==> images/registers.png <==
Drawn at 4 px/um. Other sequential cells in the stronger gray, the rest of the logic in the fainter gray.
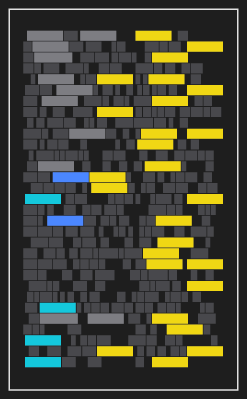
==> images/final_congestion.png <==
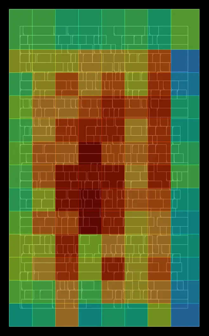
==> images/metal_stack.png <==
Drawn at 4 px/um.
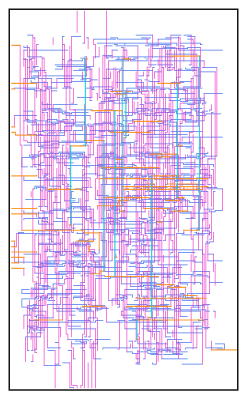
==> config.mk <==
export PLATFORM = sky130hd
export DESIGN_NAME = score_keeper_flat
export DESIGN_NICKNAME = d
export VERILOG_FILES = /design/src/rtl/score_keeper_if.sv /design/src/rtl/score_keeper.sv /design/src/flat_wrapper.sv
export SDC_FILE = /design/constraint.sdc
export NUM_CORES = 1
export LEC_CHECK = 0
export CORE_ASPECT_RATIO = 1.75
export CORE_MARGIN = 3
export CORE_UTILIZATION = 62
export DETAILED_ROUTE_END_ITERATION = 16
export GPL_TIMING_DRIVEN = 1
export PLACE_DENSITY = 0.86
export SETUP_SLACK_MARGIN = 0.3
export SLEW_MARGIN = 20
export SYNTH_ARGS = -nofsm -noshare
export SYNTH_HDL_FRONTEND = slang
export SYNTH_SLANG_ARGS = --single-unit
==> constraint.sdc <==
create_clock -name clk -period 3.75 [get_ports clk]
set_clock_uncertainty 0.1 [all_clocks]
set_input_delay 0.75 -clock clk [delete_from_list [all_inputs] [get_ports clk]]
set_output_delay 0.75 -clock clk [all_outputs]
set_load 0.02 [all_outputs]
==> flow_metrics.env <==
# yosys + openroad results
export IMPL_status="finished, final reports clean"
export IMPL_core_um2=4230
export IMPL_dp_cells=377
export IMPL_swShare_pct=47.3
export IMPL_ys_sh_xor_pct=0
export IMPL_fin_crit_ns=3.02
export IMPL_regArea_um2=1080
export IMPL_ys_warn_count=0
export IMPL_edf_count=0
export IMPL_drv_slew=0
export IMPL_die_width_um=56.8
export IMPL_ys_seq_share_pct=38.6
export IMPL_inverters=15
export IMPL_holdBufCountCts=0
export IMPL_lay_top_count="dfrtp_1"
export IMPL_synthTopCellsByCount="dfrtp_1 (41), nand2_1 (20), nor2_1 (18)"
export IMPL_ys_cells=309
export IMPL_finalClockPeriodUsage_pct=80.7
export IMPL_finalInstanceArea_um2=3190
export IMPL_power_total_uw=2010
export IMPL_place_ws_ns=0.462
export IMPL_filler_cell_count=319
export IMPL_adder_share_pct=3.13
export IMPL_wl_met2_um=4090
export IMPL_placed_area_um2=3100
export IMPL_flop_count=43
export IMPL_buf_share_pct=10.1
export IMPL_antenna_found_initial=0
export IMPL_cts_sinks=43
export IMPL_area_delta_synth_final_pct=13.9
export IMPL_numCtsBuffers=5
export IMPL_die_height_um=94.8
export IMPL_topCellsByArea="dfrtp_1 (37%), a31oi_1 (3.4%), ha_1 (3.1%)"
export IMPL_buffers=35
export IMPL_vias_per_cell=7.18
export IMPL_cts_tree="yes"
export IMPL_mostFrequentLayoutCells="dfrtp_1 (41), clkdlybuf4s50_1 (24), nand2_1 (20)"
export IMPL_dp_hpwl_um=5390
export IMPL_mappedNetlistArea_um2=2800
export IMPL_num_multi_input_gates=235
export IMPL_numPortBuffers=25
export IMPL_initCoreUtil_pct=66.1
export IMPL_route_detailed_drc=0
export IMPL_fin_cells=385
export IMPL_synth_chip_area_um2=2800
export IMPL_powerClk_uw=296
export IMPL_timing_critical_path_to_type="flip-flop"
export IMPL_tightestPinTransition_ns=0.962
export IMPL_max_cap_violations=0
export IMPL_synthMuxAreaShare_pct=1.92
export IMPL_root_buffer="clkbuf_8"
export IMPL_worst_ep_required_time_ns=3.89
export IMPL_worstRegToRegCells=5
export IMPL_wl_met3_um=392
export IMPL_whs_path_depth=1
export IMPL_p_switching_uw=951
export IMPL_rsz0062_at_grt="no"
export IMPL_grt_overflow_total=0
export IMPL_n_antenna_cell=0
export IMPL_power_group_top="combinational cells"
export IMPL_io_pins=26
export IMPL_syn_num_nets=329
export IMPL_cp_arrival_ns=3.16
export IMPL_yosys_area_top_type="dfrtp_1"
export IMPL_top_layer_used="met4"
export IMPL_chipArea_um2=5380
export IMPL_syn_avg_cell_area_um2=9.05
export IMPL_synthCells=309
export IMPL_numSynthFlops=43
export IMPL_worst_path_largest_cell_delay_ns=0.67
export IMPL_logic_area_um2=1580
export IMPL_cts_htree_levels=2
export IMPL_reg2reg_slack_ns=0.74
export IMPL_yosysMostFrequentCell="dfrtp_1"
export IMPL_synth_main_ff_cell="dfrtp_1"
export IMPL_cp_slowest_cell="and3_1"
export IMPL_nets=355
export IMPL_drive_above_1_share_pct=10.7
export IMPL_clkbuf_count=6
export IMPL_dr_pass1_iters=5
export IMPL_synth_cell_type_count=61
export IMPL_postCtsSetupBuffers=0
export IMPL_p_comb_share_pct=52.4
export IMPL_clockPowerShare_pct=14.7
export IMPL_grt_use_met1_pct=33.3
export IMPL_taps=49
export IMPL_hold_path_class="reg -> reg"
export IMPL_warnings=29
export IMPL_path_buffers=2
-- registers.png (at the start) --
| signal | color | flops |
|---|---|---|
| u_core.bus.P2_score | cyan | 4 |
| u_core.bus.winner | blue | 2 |
| u_core.dly_cnt_r | yellow | 26 |
not colored: 11
Util after Layout: 75.3%
Seq/total area: 33.9%

-- final_congestion.png (at the start) --
gr usage total: 30.2%
met2 Use GR: 54.6%
met3 Use GR: 3.69%
busiest metal layer after global routing: met2

-- metal_stack.png (at the start) --
| layer | color | wire length |
|---|---|---|
| met2 | magenta | 4090 um |
| met3 | orange | 393 um |
| met1 | blue | 2850 um |
| met4 | cyan | 276 um |
Avg WL per Cell: 19.8 um
routed via count: 2764
total wire length: 7610 um

